### src/rtl/sort3_pkg.sv
// Shared types and encodings for the streaming three-value sorter.
package sort3_pkg;

  localparam int SORT3_WIDTH = 8;

  typedef enum logic [1:0] {
    COLLECT = 2'd0,
    SORT    = 2'd1,
    EMIT    = 2'd2
  } sort3_state_t;

  // Slot order of collected words
  localparam logic [1:0] SLOT_A = 2'd0;
  localparam logic [1:0] SLOT_B = 2'd1;
  localparam logic [1:0] SLOT_C = 2'd2;

  // Emit position within a sorted triple
  localparam logic [1:0] IDX_FIRST  = 2'd0;
  localparam logic [1:0] IDX_SECOND = 2'd1;
  localparam logic [1:0] IDX_LAST   = 2'd2;

endpackage

### src/rtl/sort3_stream_if.sv
// Valid/ready input and output streams of sort3_stream; slave is the sorter side.
interface sort3_stream_if
  import sort3_pkg::*;
#(
  parameter int WIDTH = SORT3_WIDTH
);

  logic             in_valid;
  logic             in_ready;
  logic [WIDTH-1:0] in_data;
  logic             out_valid;
  logic             out_ready;
  logic [WIDTH-1:0] out_data;
  logic             out_last;

  modport slave (
    input  in_valid, in_data, out_ready,
    output in_ready, out_valid, out_data, out_last
  );

  modport master (
    output in_valid, in_data, out_ready,
    input  in_ready, out_valid, out_data, out_last
  );

endinterface

### src/rtl/sort3_core.sv
// Combinational three-input sorting network: three strict unsigned compares, then max/mid/min select.
module sort3_core
  import sort3_pkg::*;
#(
  parameter int WIDTH = SORT3_WIDTH
) (
  input  logic [WIDTH-1:0] a_i,
  input  logic [WIDTH-1:0] b_i,
  input  logic [WIDTH-1:0] c_i,
  output logic [WIDTH-1:0] max_o,
  output logic [WIDTH-1:0] mid_o,
  output logic [WIDTH-1:0] min_o
);

  logic a_gt_b;
  logic a_gt_c;
  logic b_gt_c;

  assign a_gt_b = (a_i > b_i);
  assign a_gt_c = (a_i > c_i);
  assign b_gt_c = (b_i > c_i);

  // Each branch picks three distinct inputs, so ties still preserve the multiset
  assign max_o = a_gt_b ? (a_gt_c ? a_i : c_i) : (b_gt_c ? b_i : c_i);
  assign min_o = a_gt_b ? (b_gt_c ? c_i : b_i) : (a_gt_c ? c_i : a_i);
  assign mid_o = a_gt_b ? (b_gt_c ? b_i : (a_gt_c ? c_i : a_i))
                        : (a_gt_c ? a_i : (b_gt_c ? c_i : b_i));

endmodule

### src/rtl/sort3_stream.sv
// Streaming sorter: collects three words, sorts them in one cycle, emits largest first.
// Define SORT3_STREAM_ASCEND_EN to emit smallest first instead.
module sort3_stream
  import sort3_pkg::*;
#(
  parameter int WIDTH = SORT3_WIDTH
) (
  input  logic         clk,
  input  logic         rst_n,
  sort3_stream_if.slave bus
);

  sort3_state_t     state_q;
  logic [1:0]       cnt_q;
  logic [1:0]       idx_q;
  logic [1:0]       idx_d;
  logic [WIDTH-1:0] slot_q   [3];
  logic [WIDTH-1:0] sorted_q [3];
  logic [WIDTH-1:0] ord_d    [3];
  logic [WIDTH-1:0] max_w;
  logic [WIDTH-1:0] mid_w;
  logic [WIDTH-1:0] min_w;
  logic             in_ready_q;
  logic             out_valid_q;
  logic [WIDTH-1:0] out_data_q;
  logic             out_last_q;

  sort3_core #(.WIDTH(WIDTH)) u_core (
    .a_i   (slot_q[SLOT_A]),
    .b_i   (slot_q[SLOT_B]),
    .c_i   (slot_q[SLOT_C]),
    .max_o (max_w),
    .mid_o (mid_w),
    .min_o (min_w)
  );

`ifdef SORT3_STREAM_ASCEND_EN
  assign ord_d[IDX_FIRST]  = min_w;
  assign ord_d[IDX_SECOND] = mid_w;
  assign ord_d[IDX_LAST]   = max_w;
`else
  assign ord_d[IDX_FIRST]  = max_w;
  assign ord_d[IDX_SECOND] = mid_w;
  assign ord_d[IDX_LAST]   = min_w;
`endif

  assign idx_d = idx_q + 2'd1;

  always_ff @(posedge clk or negedge rst_n) begin
    if (!rst_n) begin
      state_q     <= COLLECT;
      cnt_q       <= SLOT_A;
      idx_q       <= IDX_FIRST;
      in_ready_q  <= 1'b1;
      out_valid_q <= 1'b0;
      out_data_q  <= '0;
      out_last_q  <= 1'b0;
      for (int i = 0; i < 3; i++) begin
        slot_q[i]   <= '0;
        sorted_q[i] <= '0;
      end
    end else begin
      case (state_q)
        COLLECT: begin
          if (bus.in_valid && in_ready_q) begin
            slot_q[cnt_q] <= bus.in_data;
            if (cnt_q == SLOT_C) begin
              cnt_q      <= SLOT_A;
              in_ready_q <= 1'b0;
              state_q    <= SORT;
            end else begin
              cnt_q <= cnt_q + 2'd1;
            end
          end
        end
        SORT: begin
          // First output word comes straight from the network so EMIT starts presenting it at once
          for (int i = 0; i < 3; i++) sorted_q[i] <= ord_d[i];
          out_data_q  <= ord_d[IDX_FIRST];
          out_valid_q <= 1'b1;
          out_last_q  <= 1'b0;
          idx_q       <= IDX_FIRST;
          state_q     <= EMIT;
        end
        EMIT: begin
          if (bus.out_ready) begin
            if (idx_q == IDX_LAST) begin
              idx_q       <= IDX_FIRST;
              out_valid_q <= 1'b0;
              out_last_q  <= 1'b0;
              in_ready_q  <= 1'b1;
              state_q     <= COLLECT;
            end else begin
              idx_q      <= idx_d;
              out_data_q <= sorted_q[idx_d];
              out_last_q <= (idx_d == IDX_LAST);
            end
          end
        end
        default: begin
          state_q     <= COLLECT;
          cnt_q       <= SLOT_A;
          idx_q       <= IDX_FIRST;
          in_ready_q  <= 1'b1;
          out_valid_q <= 1'b0;
          out_last_q  <= 1'b0;
        end
      endcase
    end
  end

  assign bus.in_ready  = in_ready_q;
  assign bus.out_valid = out_valid_q;
  assign bus.out_data  = out_data_q;
  assign bus.out_last  = out_last_q;

endmodule
### src/flat_wrapper.sv
// flat-port wrapper written by rule: the top's interface ports become plain ports
module sort3_stream_flat import sort3_pkg::*;
#(
  parameter int WIDTH = SORT3_WIDTH
)
  (clk, rst_n, bus_in_valid, bus_in_data, bus_out_ready, bus_in_ready, bus_out_valid, bus_out_data, bus_out_last);
  sort3_stream_if #(.WIDTH(WIDTH)) bus_i ();
  input  logic clk;
  input  logic rst_n;
  input wire logic [$bits(bus_i.in_valid)-1:0] bus_in_valid;
  input wire logic [$bits(bus_i.in_data)-1:0] bus_in_data;
  input wire logic [$bits(bus_i.out_ready)-1:0] bus_out_ready;
  output wire logic [$bits(bus_i.in_ready)-1:0] bus_in_ready;
  output wire logic [$bits(bus_i.out_valid)-1:0] bus_out_valid;
  output wire logic [$bits(bus_i.out_data)-1:0] bus_out_data;
  output wire logic [$bits(bus_i.out_last)-1:0] bus_out_last;
  assign bus_i.in_valid = bus_in_valid;
  assign bus_i.in_data = bus_in_data;
  assign bus_i.out_ready = bus_out_ready;
  assign bus_in_ready = bus_i.in_ready;
  assign bus_out_valid = bus_i.out_valid;
  assign bus_out_data = bus_i.out_data;
  assign bus_out_last = bus_i.out_last;
  sort3_stream #(.WIDTH(WIDTH)) u_core (.clk(clk), .rst_n(rst_n), .bus(bus_i));
endmodule
### config.mk
export PLATFORM = sky130hd
export DESIGN_NAME = sort3_stream_flat
export DESIGN_NICKNAME = d
export VERILOG_FILES = /design/src/rtl/sort3_pkg.sv /design/src/rtl/sort3_stream_if.sv /design/src/rtl/sort3_core.sv /design/src/rtl/sort3_stream.sv /design/src/flat_wrapper.sv
export SDC_FILE = /design/constraint.sdc
export NUM_CORES = 1
export LEC_CHECK = 0
export ABC_AREA = 1
export CAP_MARGIN = 0
export CORE_UTILIZATION = 65
export CTS_BUF_LIST = sky130_fd_sc_hd__clkbuf_8
export CTS_CLUSTER_DIAMETER = 60
export DETAILED_ROUTE_END_ITERATION = 7
export DONT_BUFFER_PORTS = 1
export PLACE_DENSITY = 0.87
export SKIP_LAST_GASP = 1
export SYNTH_ARGS = -nofsm -noshare
export SYNTH_HDL_FRONTEND = slang
export SYNTH_SLANG_ARGS = --single-unit
### constraint.sdc
create_clock -name clk -period 4.9 [get_ports clk]
set_clock_uncertainty 0.1 [all_clocks]
set_input_delay 0.98 -clock clk [delete_from_list [all_inputs] [get_ports clk]]
set_output_delay 0.98 -clock clk [all_outputs]
set_load 0.02 [all_outputs]
PDN straps and rails:
Bar = 20 um. Pins as bars on the die edge. Tap cells in grey.
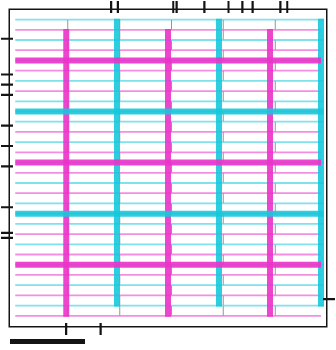
Key: cyan = VDD; magenta = VSS
77 tap cells. 6 straps on met4. 5 straps on met5. 23 signal pins sit on the boundary. The core has 29 rows.
Core Area: 6420 um2
height of the chip: 84.2 um
width of the die: 84.2 um

==> summary.txt <==
Clock Sinks: 64
post-route antenna net violation count: 0
number of OpenROAD warnings: 30
result of the run: complete, no violations
Post-Syn Instances: 613
vias in the first global route: 4,017
pre-placement core utilization: 68.3%
summed negative setup slack over all endpoints: 0 ns
type of the tightest min-delay check: in -> async
Critical Path RT: 5.05 ns
Inserted Clock Buffers: 9
Worst Setup Start Kind: register
number of fillers in the final layout: 502
netlist area before placement: 4390 um2
number of H-tree levels: 3
gate family responsible for the most delay along the worst path: simple AND/OR/NAND/NOR gates
Worst Path Class, Setup: reg -> reg
first-pass GRT wire length: 18.7 mm
count of cell types in the netlist: 31
ys cells: 613
final number of max-transition violations: 0
chain of cells forming the critical path: inv_1 -> ha_1 -> nand2_2 -> inv_1 -> nand2_1 -> nand2_1 -> nand2_2 -> a21oi_4 -> nand3_1 -> nand2_1 -> nand2_1 -> nand2_1 -> nand2_1
cell class with the largest area share: multi-input combinational cells
DP HPWL: 7.65 mm
later-pin clock latency in the skew report: 0.36 ns
count of endpoints failing hold in the final timing report: 0
number of nets at floorplan: 655
antenna diode count: 0
quantity of hold-fixing buffers added after cts: 0
Worst setup EP type: register
most prevalent standard cell on the critical path: sky130_fd_sc_hd__nand2_1
buffering stage count on the worst path with inverters included: 2
clock-pin slew on the worst setup and hold paths: 0.08 ns
registers: 64
total DRC errors in the routed layout: 0
Synthesized registers: 64
pin count of the biggest net entering global routing: 65
timing endpoint of the critical path: u_core.bus.out_data[4]
IO Port Bufs: 0
GR Util All Layers: 33.8%
final critical-path share of the clock period: 51.6%
non-clock inverter total of the final layout: 69
busiest layer in global routing: met2
tally of clock buffers in the finished layout: 9
maximum buffer depth of the clock tree: 2
post-CTS resize count: 0
CTS tree: built
reg2reg start: u_core.slot_q[11]
sequential cell area: 1600 um2
Register-to-Register Path Depth: 13
global routing usage on met2: 53.2%
Tightest Pin Transition: 0.915 ns
maximum operating frequency: 0.396 GHz
maxcap violations: 0
global placement routability congestion: 0.880
relative area of clock buffers and inverters in the final design: 5.45%
total wire length: 10.9 mm
first-pass iteration count of the detailed router: 5
worst setup path startpoint: u_core.slot_q[11]
met1 demand-to-capacity share in global routing: 43.5%
Avg Cell Area, Syn: 7.16 um2
detail-routed via count per cell: 6.02
cell area after placement: 4320 um2
Cells coloured by class:
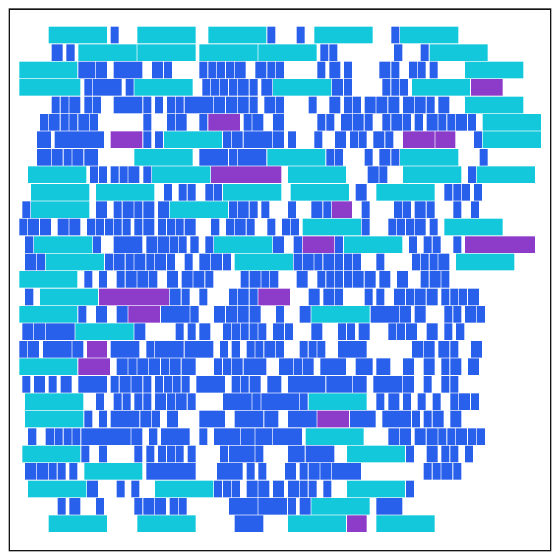
Key: blue = remaining logic cells [cells 524]; purple = clock drivers and dummy loads [cells 16]; cyan = registers [cells 64]
Design Area, Final: 4570 um2
Std-Cell Rows: 29
core occupancy in the finished layout: 71.2%
sequential cell area share: 35.1%

kinds of logic after synthesis:
group                      count (synthesis)  synth area share, %
buffers and inverters                     94                 9.55
adders and majority gates                 30                 8.56
and+or+nand+nor                          347                 35.5
DFF                                       64                 36.5
AOI/OAI and AO/OA                         78                 9.90
worst min path at each step:
stage | startpoint | to | slack (ns) | cells after the start
2_1_floorplan | u_core.sorted_q[0] | u_core.sorted_q[0] | 0.35 | 2
3_3_place_gp | u_core.sorted_q[1] | u_core.sorted_q[1] | 0.37 | 2
3_5_place_dp | u_core.sorted_q[8] | u_core.sorted_q[8] | 0.37 | 2
4_1_cts | rst_n | u_core.slot_q[12] | 0.20 | 0
5_1_grt | rst_n | u_core.slot_q[12] | 0.20 | 0
6_report | rst_n | u_core.sorted_q[9] | 0.21 | 0
through the flow:
stage / worst slack, ns / instances
after global routing: 2.25 / 681
after global placement: 2.56 / 665
after detailed placement: 2.50 / 665
after CTS: 2.50 / 681
after floorplan: 2.94 / 613
final: 2.37 / 681
registers in the layout, indices dropped and copies added (netlist names):
| register | flops |
|---|---|
| u_core.slot_q | 24 |
| u_core.bus.out_data | 8 |
| u_core.cnt_q | 2 |
| u_core.bus.out_last | 1 |
| u_core.bus.in_ready | 1 |
| u_core.state_q | 2 |
| u_core.bus.out_valid | 1 |
| u_core.sorted_q | 24 |
| u_core.idx_q | 1 |
synthesized netlist by cell type:
cell type                  instances  area share [%]
sky130_fd_sc_hd__nor2_2            3            0.43
sky130_fd_sc_hd__nand2_1         226              19
sky130_fd_sc_hd__o21ai_1           5            0.57
sky130_fd_sc_hd__nor2_1            9            0.77
sky130_fd_sc_hd__nor3_1            1            0.11
sky130_fd_sc_hd__o21ai_0          30             3.4
sky130_fd_sc_hd__clkinv_1          1           0.085
sky130_fd_sc_hd__nor4_4            1            0.48
sky130_fd_sc_hd__a21boi_0          1            0.17
sky130_fd_sc_hd__clkbuf_1          6            0.51
sky130_fd_sc_hd__dfstp_2           1            0.60
sky130_fd_sc_hd__inv_2             3            0.26
sky130_fd_sc_hd__buf_2             8            0.91
sky130_fd_sc_hd__nor2_4            4             1.0
sky130_fd_sc_hd__a21oi_4           1            0.37
sky130_fd_sc_hd__o22ai_1           3            0.43
sky130_fd_sc_hd__nand2_2           4            0.57
sky130_fd_sc_hd__nand2_4           4             1.0
sky130_fd_sc_hd__a22oi_2           1            0.29
sky130_fd_sc_hd__dfrtp_1          63              36
sky130_fd_sc_hd__o21ai_4           1            0.37
sky130_fd_sc_hd__ha_1             30             8.6
sky130_fd_sc_hd__inv_1            65             5.6
sky130_fd_sc_hd__nand3_2           1            0.23
sky130_fd_sc_hd__buf_4             5            0.86
sky130_fd_sc_hd__a21oi_1          33             3.8
sky130_fd_sc_hd__buf_6             5             1.3
sky130_fd_sc_hd__buf_1             1           0.085
sky130_fd_sc_hd__nand4_4           2            0.97
sky130_fd_sc_hd__a21o_1            3            0.51
sky130_fd_sc_hd__nand3_1          92              10
